run_1/met2.png
The bar under the picture is 20 microns long.
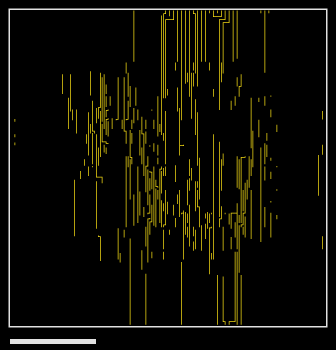
run_1/registers.png
The bar under the picture is 20 microns long.
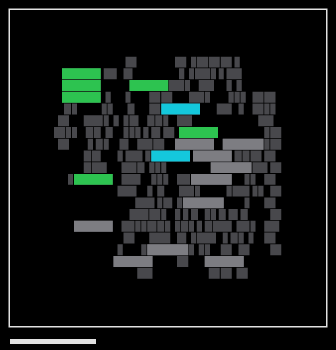
run_1/gate_families.png
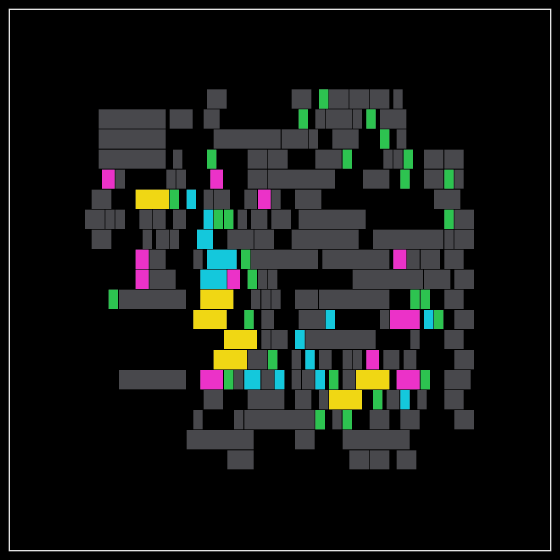
run_1/met3.png
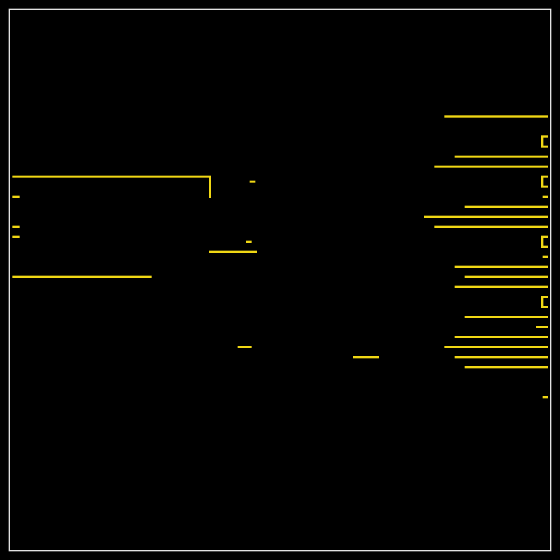
===== config.mk =====
export PLATFORM = sky130hd
export DESIGN_NAME = sobel_frame_ctrl
export DESIGN_NICKNAME = d
export VERILOG_FILES = /design/src/rtl/sobel_frame_ctrl.sv
export SDC_FILE = /design/constraint.sdc
export NUM_CORES = 1
export LEC_CHECK = 0
export ABC_AREA = 1
export CORE_MARGIN = 10
export CORE_UTILIZATION = 42
export CTS_CLUSTER_SIZE = 30
export DETAILED_ROUTE_END_ITERATION = 10
export PLACE_DENSITY = 0.84
export SYNTH_ARGS = -nofsm -noshare
export SYNTH_HDL_FRONTEND = slang
export SYNTH_SLANG_ARGS = --single-unit

===== constraint.sdc =====
create_clock -name clk -period 3.3 [get_ports clk]
set_clock_uncertainty 0.1 [all_clocks]
set_input_delay 0.66 -clock clk [delete_from_list [all_inputs] [get_ports clk]]
set_output_delay 0.66 -clock clk [all_outputs]
set_load 0.1 [all_outputs]

===== src/rtl/sobel_frame_ctrl.sv =====
// Frame sequencer around a Sobel core: streams an input frame from memory into the core and writes its results out.
// Optional drain watchdog enabled by defining SOBEL_CTRL_TIMEOUT_EN.
module sobel_frame_ctrl #(
    parameter int IMG_WIDTH     = 8,
    parameter int IMG_HEIGHT    = 8,
    parameter int DRAIN_TIMEOUT = 64,
    localparam int NPIX = IMG_WIDTH * IMG_HEIGHT,
    localparam int NOUT = (IMG_WIDTH - 2) * (IMG_HEIGHT - 2),
    localparam int AW   = $clog2(NPIX),
    localparam int OW   = $clog2(NOUT + 1),
    localparam int WAW  = $clog2(NOUT)
) (
    input  logic           clk,
    input  logic           rst,
    input  logic           start,
    input  logic           stall,
    output logic           rd_en,
    output logic [AW-1:0]  rd_addr,
    input  logic [7:0]     rd_data,
    output logic           core_start,
    output logic [7:0]     core_pixel_in,
    output logic           core_pixel_valid,
    input  logic [7:0]     core_pixel_out,
    input  logic           core_pixel_out_valid,
    output logic           wr_en,
    output logic [WAW-1:0] wr_addr,
    output logic [7:0]     wr_data,
    output logic           busy,
    output logic           frame_done,
    output logic           timeout_err,
    output logic [OW-1:0]  out_count
);

    typedef enum logic [1:0] {IDLE, FEED, DRAIN, DONE} state_t;

    state_t        state_q;
    logic [AW-1:0] rd_addr_q;
    logic [OW-1:0] out_count_q;
    logic [OW-1:0] out_count_d;
    logic          vld_p1_q;
    logic          armed_q;
    logic          busy_q;
    logic          frame_done_q;
    logic          last_rd;
    logic          out_full;

    assign rd_en    = (state_q == FEED) && !stall;
    assign last_rd  = rd_en && (rd_addr_q == AW'(NPIX - 1));
    assign out_full = (out_count_q == OW'(NOUT));

    // Writes are accepted in every active state, including FEED, until the frame is full.
    assign wr_en       = core_pixel_out_valid && (state_q != IDLE) && !out_full;
    assign out_count_d = out_count_q + OW'(wr_en);

    assign rd_addr          = rd_addr_q;
    assign core_pixel_valid = vld_p1_q;
    assign core_start       = vld_p1_q;
    assign core_pixel_in    = vld_p1_q ? rd_data : 8'h00;
    assign wr_addr          = out_count_q[WAW-1:0];
    assign wr_data          = core_pixel_out;
    assign busy             = busy_q;
    assign frame_done       = frame_done_q;
    assign out_count        = out_count_q;

`ifdef SOBEL_CTRL_TIMEOUT_EN
    localparam int TW = $clog2(DRAIN_TIMEOUT + 1);

    logic [TW-1:0] tmo_cnt_q;
    logic [TW-1:0] tmo_cnt_d;
    logic          tmo_hit;
    logic          timeout_err_q;

    assign tmo_cnt_d   = core_pixel_out_valid ? '0 : tmo_cnt_q + TW'(1);
    assign tmo_hit     = (state_q == DRAIN) && !core_pixel_out_valid &&
                         (tmo_cnt_q == TW'(DRAIN_TIMEOUT - 1));
    assign timeout_err = timeout_err_q;
`else
    assign timeout_err = 1'b0;
`endif

    always_ff @(posedge clk or posedge rst) begin
        if (rst) begin
            state_q       <= IDLE;
            rd_addr_q     <= '0;
            out_count_q   <= '0;
            vld_p1_q      <= 1'b0;
            armed_q       <= 1'b0;
            busy_q        <= 1'b0;
            frame_done_q  <= 1'b0;
`ifdef SOBEL_CTRL_TIMEOUT_EN
            tmo_cnt_q     <= '0;
            timeout_err_q <= 1'b0;
`endif
        end else begin
            // armed_q keeps the first edge after reset release from accepting start.
            armed_q      <= 1'b1;
            vld_p1_q     <= rd_en;
            frame_done_q <= 1'b0;
            out_count_q  <= out_count_d;
`ifdef SOBEL_CTRL_TIMEOUT_EN
            tmo_cnt_q    <= (state_q == DRAIN) ? tmo_cnt_d : '0;
`endif
            case (state_q)
                IDLE: begin
                    if (start && armed_q) begin
                        state_q       <= FEED;
                        rd_addr_q     <= '0;
                        out_count_q   <= '0;
                        busy_q        <= 1'b1;
`ifdef SOBEL_CTRL_TIMEOUT_EN
                        timeout_err_q <= 1'b0;
`endif
                    end
                end
                FEED: begin
                    if (last_rd) begin
                        state_q <= DRAIN;
                    end else if (rd_en) begin
                        rd_addr_q <= rd_addr_q + AW'(1);
                    end
                end
                DRAIN: begin
                    if (out_count_d == OW'(NOUT)) begin
                        state_q      <= DONE;
                        frame_done_q <= 1'b1;
`ifdef SOBEL_CTRL_TIMEOUT_EN
                    end else if (tmo_hit) begin
                        state_q       <= DONE;
                        frame_done_q  <= 1'b1;
                        timeout_err_q <= 1'b1;
`endif
                    end
                end
                DONE: begin
                    state_q <= IDLE;
                    busy_q  <= 1'b0;
                end
                default: begin
                    state_q <= IDLE;
                    busy_q  <= 1'b0;
                end
            endcase
        end
    end

endmodule


==> qor.txt, run 1 <==
status: finished, final reports clean
Crit Path Category: register to register
post-DR vias/cell: 4.683
post-layout period usage: 0.7505
PortBufs: 44
initial antenna violation count: 0
Filler Cells Inserted: 274
Worst Reg2Reg Path Length in Cells: 15
row cnt: 19
synth cell count leaders: nand2_1 (37), inv_1 (25), dfrtp_1 (18)
CP endpoint kind: register
worst setup path start: state_q[1]$_DFFE_PP0P_
I/O Pins: 62
yosys stat area: 1192 sq um
dominant cell type by area after synthesis: dfrtp_1
Overflow after GRT: 0
first-pass GRT wire length: 4554 microns
layout cells sized above 1: 0.2888
Cell area leaders: dfrtp_1 (38%), nand2_1 (12%), buf_4 (10%), inv_1 (7.9%), ha_1 (7.3%)
CTS sink cnt: 18
Synth Area in Compound Gates: 0.05771
Ant. Diodes: 0
Mapped Nets: 184
CTS buffer count: 3
crit-path leading delay family: adder cells
slew at the pin closest to its max-slew limit: 0.6655 ns
worst hold path class: register to register
Top logic family: simple AND/OR/NAND/NOR gates
Fin Setup TNS: 0 ns
Critical Path AT: 2.56 ns
# Post-CTS Setup Buffers: 0
htree depth: 1
TritonRoute pass-1 iters: 4
tool warning count: 29
Setup crit end: state_q[1]$_DFFE_PP0P_
vias in the first global route: 1010
crit path buf inv count: 3
Critical Path Max Stage Delay: 0.43 ns
Data required, critical path: 3.39 ns
most common cell in the netlist: nand2_1
Layout Nets: 216
die height: 73.28 microns
-- met2.png (at the start) --
nets with wire on the layer: 174
share of all routed wire: 51%
wire length on this layer: 1410 microns
main direction: vertical
longest straight run: 28.9 microns
DR vias: 1021
grt met2 use: 0.1786
final wirelength: 2783 microns

-- registers.png (at the start) --
[cyan] state_q | sequential cells: 2
[green] rd_addr | sequential cells: 6 | where: north-west
not coloured: 10
Flop area: 456.7 sq um
flop share of the area: 0.3024
utilization after layout: 0.5524

-- gate_families.png (at the start) --
[cyan] NOR gates | cells: 13 | most used: nor2_1 | where: centre
[magenta] inverting AOI/OAI gates | cells: 11 | most used: a21oi_1
[yellow] adder and majority cells | cells: 7 | most used: ha_1
[green] inverters | cells: 27 | most used: inv_1
logic share of the area: 0.3422
most numerous logic cell after layout: nand2_1
Final Instance Count excl. Fillers: 218

-- met3.png (at the start) --
wire length on this layer: 255 microns
share of all routed wire: 9.2%
M3 GR Usage: 0.03903

-- run 1: kinds of logic after synthesis --
group / after synthesis
and+or+nand+nor: 72
AOI/OAI and AO/OA: 11
adders and majority gates: 7
xor gates and xnor gates: 2
DFF: 18
buffers and inverters: 44
other: 2
-- run 1: layout by cell type, fill, tap and decap left out, types with 4 or more instances in the layout --
cell             count
nand3_1             13
a21oi_1              4
clkdlybuf4s50_1     12
inv_1               25
dfrtp_2              5
ha_1                 7
buf_4               32
nor2_1               9
nand2_1             37
dfrtp_1             13
-- run 1: cell type report --
class	count	area, sq um	share of cell area
multi-input combinational	94	516.7	0.3422
inverter	27	101.3	0.06711
timing repair buffer	44	360.3	0.2386
tap	31	38.79	0.02568
sequential	18	456.7	0.3024
clock buffer	4	36.28	0.02403
-- run 1: through the flow --
stage                     utilization  setup slack, ns  hold slack [ns]  area, sq um
after global routing           0.5524           0.4907           0.4936         1510
after CTS                      0.5524           0.8222           0.4523         1510
after floorplan                     -          0.03488           0.3900         1199
after detailed placement       0.5391           0.5770           0.4271         1474
after global placement         0.5391           0.6556           0.4119         1474
final                          0.5524           0.8235           0.4452         1510
-- run 1: state kept, by name (all words and copies together) (netlist names) --
register	count
rd_addr	6
state_q	2
armed_q	1
busy	1
core_pixel_valid	1
frame_done	1
out_count	6
-- run 1: metal layers --
metal,GRT usage,wire length (microns),vias to the layer above
met5,0,0,-
met4,0.03586,29,0
met3,0.03903,255,5
met2,0.1786,1411,28
met1,0.1126,1086,465
li1,-,-,523
-- run 1: how the worst min path moves through the flow --
stage                                start                      to  slack (ns)  depth (start not counted)
finish              rd_addr[1]$_DFFE_PP0P_  rd_addr[1]$_DFFE_PP0P_        0.45                          2
global route        rd_addr[1]$_DFFE_PP0P_  rd_addr[1]$_DFFE_PP0P_        0.49                          2
CTS                 rd_addr[1]$_DFFE_PP0P_  rd_addr[1]$_DFFE_PP0P_        0.45                          2
detailed placement  rd_addr[1]$_DFFE_PP0P_  rd_addr[1]$_DFFE_PP0P_        0.43                          2
global placement    rd_addr[1]$_DFFE_PP0P_  rd_addr[1]$_DFFE_PP0P_        0.41                          2
floorplan           state_q[1]$_DFFE_PP0P_  state_q[1]$_DFFE_PP0P_        0.39                          2
-- run 1: tightest hold or removal path, cell delays in order (launching register included) --
cell,delay (ns)
dfrtp_1,0.40
nand2_1,0.07
nand2_1,0.05
run_1/final_congestion.png
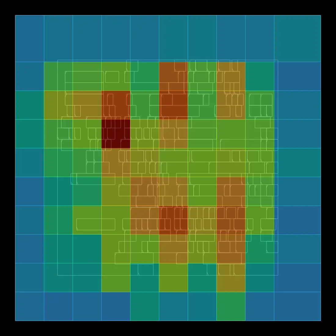

==> run 1 -> run 2 <==
--- a/config.mk
+++ b/config.mk
@@ -7,10 +7,10 @@
 export LEC_CHECK = 0
 export ABC_AREA = 1
 export CORE_MARGIN = 10
-export CORE_UTILIZATION = 42
+export CORE_UTILIZATION = 35
 export CTS_CLUSTER_SIZE = 30
 export DETAILED_ROUTE_END_ITERATION = 10
-export PLACE_DENSITY = 0.84
+export PLACE_DENSITY = 0.75
 export SYNTH_ARGS = -nofsm -noshare
 export SYNTH_HDL_FRONTEND = slang
 export SYNTH_SLANG_ARGS = --single-unit
==> constraint.sdc (replaced) <==
create_clock -name clk -period 2.1 [get_ports clk]
set_clock_uncertainty 0.1 [all_clocks]
set_input_delay 0.42 -clock clk [delete_from_list [all_inputs] [get_ports clk]]
set_output_delay 0.42 -clock clk [all_outputs]
set_load 0.1 [all_outputs]
run_2/final_congestion.png
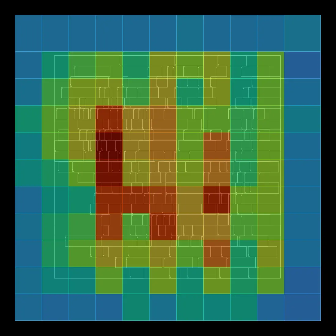
M3 GR Usage: 0.02961
utilization after layout: 0.6610
grt met2 use: 0.1817
Global Route Usage Sum: 0.1041
busiest grt layer: met2

==> qor.txt, run 2 <==
Synth Seq Share: 0.3778
crit-path leading delay family: simple AND/OR/NAND/NOR gates
tool warning count: 32
crit path buf inv count: 3
Ant. Diodes: 0
dominant cell type by area after synthesis: dfrtp_1
most numerous logic cell after layout: nand2_1
Mapped Nets: 184
Overflow after GRT: 0
synth cell count leaders: nand2_1 (37), inv_1 (25), dfrtp_1 (18)
Core ar.: 3311 sq um
Critical Path Max Stage Delay: 0.50 ns
I/O Pins: 62
first-pass GRT wire length: 5430 microns
initial antenna violation count: 0
Data required, critical path: 2.24 ns
vias in the first global route: 1217
post-placement cell area: 2059 sq um
setup violators final: 5
most common cell in the netlist: nand2_1
routability cong.: 0.8029
worst-case hold slack: 0.3263 ns
CTS sink cnt: 18
Crit Path Category: register to register
min setup slack post-route: -0.3408 ns
Critical Path AT: 2.58 ns
Layout Nets: 240
CP endpoint kind: register
Post-Layout Inst Area: 2188 sq um
layout cells sized above 1: 0.5071
Fin Setup TNS: -1.319 ns
# Cells Yosys: 156
TritonRoute pass-1 iters: 4
commonest non-fill, non-tap cells in the layout: nand2_1 (33), buf_4 (29), buf_12 (25), inv_1 (16), clkdlybuf4s50_1 (12)
Cell area leaders: dfrtp_1 (38%), nand2_1 (12%), buf_4 (10%), inv_1 (7.9%), ha_1 (7.3%)
post-DR vias/cell: 4.525
htree depth: 1
status: finished, violations left
failing checks: negative setup slack
worst path cell trace: nor2_4 > nand3_2 > o311ai_2 > bufinv_8 > ha_4 > ha_4 > nor2_1 > nand3_1 > nor2_2 > nand3_2 > buf_4 > buf_4 > nor2_4
die height: 78.37 microns
yosys stat area: 1192 sq um
post-layout period usage: 1.162
CTS buffer count: 3
PortBufs: 44
run_2/met2.png
The bar under the picture is 20 microns long.
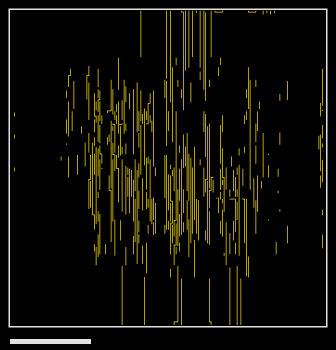
wire length on this layer: 1820 microns
nets with wire on the layer: 212
share of all routed wire: 53%
DR vias: 1163
final wirelength: 3399 microns

-- run 2: cell counts after synthesis --
Identical to the previous run, type by type.
-- run 2: path summary, 6_finish.rpt --
check / start / endpoint / depth (start not counted)
setup reg to reg: out_count[0]$_DFF_PP0_ / frame_done$_DFF_PP0_ / 13
min in group clk: rd_addr[0]$_DFFE_PP0P_ / rd_addr[0]$_DFFE_PP0P_ / 1
hold / removal: rst / rd_addr[5]$_DFFE_PP0P_ / 3
setup / recovery: out_count[0]$_DFF_PP0_ / frame_done$_DFF_PP0_ / 13
max in group asynchronous: rst / out_count[2]$_DFF_PP0_ / 3
hold reg to reg: rd_addr[0]$_DFFE_PP0P_ / rd_addr[0]$_DFFE_PP0P_ / 1
-- run 2: layout make-up --
cell class	count	area (sq um)
Timing Repair Buffer	68	860.8
Sequential cell	18	471.7
Multi-Input combinational cell	94	626.9
Tap cell	46	57.56
Inverter	27	145.1
Fill cell	274	1122
Clock buffer	4	26.28
-- run 2: kinds of logic after synthesis --
kind of cell    count (synthesis)  share of synthesized area
flops                          18                     0.3778
compound gates                 11                    0.05771
other cells                     2                   0.006298
xor+xnor                        2                    0.01469
fa+ha+maj                       7                    0.07345
buf+inv                        44                     0.1889
simple gates                   72                     0.2812
-- run 2: worst reg2reg max path, delay by kind of cell, from the launching register on --
kind	cells	cell delay, ns
AND-OR/OR-AND	1	0.28
adder cells (fa/ha/maj)	2	0.37
buffers and inverters	3	0.50
flip-flops	1	0.50
AND/OR/NAND/NOR	7	0.62
-- run 2: through the flow --
step	instances	setup WS, ns	util
finish	257	-0.3408	0.6610
global route	257	-0.4566	0.6610
CTS	256	-0.2999	0.6432
detailed placement	249	-0.3397	0.6221
global placement	249	-0.2330	0.6221
floorplan	156	-0.4441	-
-- run 2: per-layer routing --
layer | share of wire | GRT usage | vias up
met2 | 0.53 | 0.1817 | 37
met1 | 0.39 | 0.1158 | 547
met5 | 0 | 0 | -
met4 | 0.012 | 0.04301 | 0
met3 | 0.060 | 0.02961 | 6
li1 | - | - | 573
-- run 2: what timing repair did --
action | in CTS | in global routing
pin swaps | 8 | 6
gates resized | 5 | 14
buffers inserted | 4 | 3
setup endpoints to repair | 5 | 8
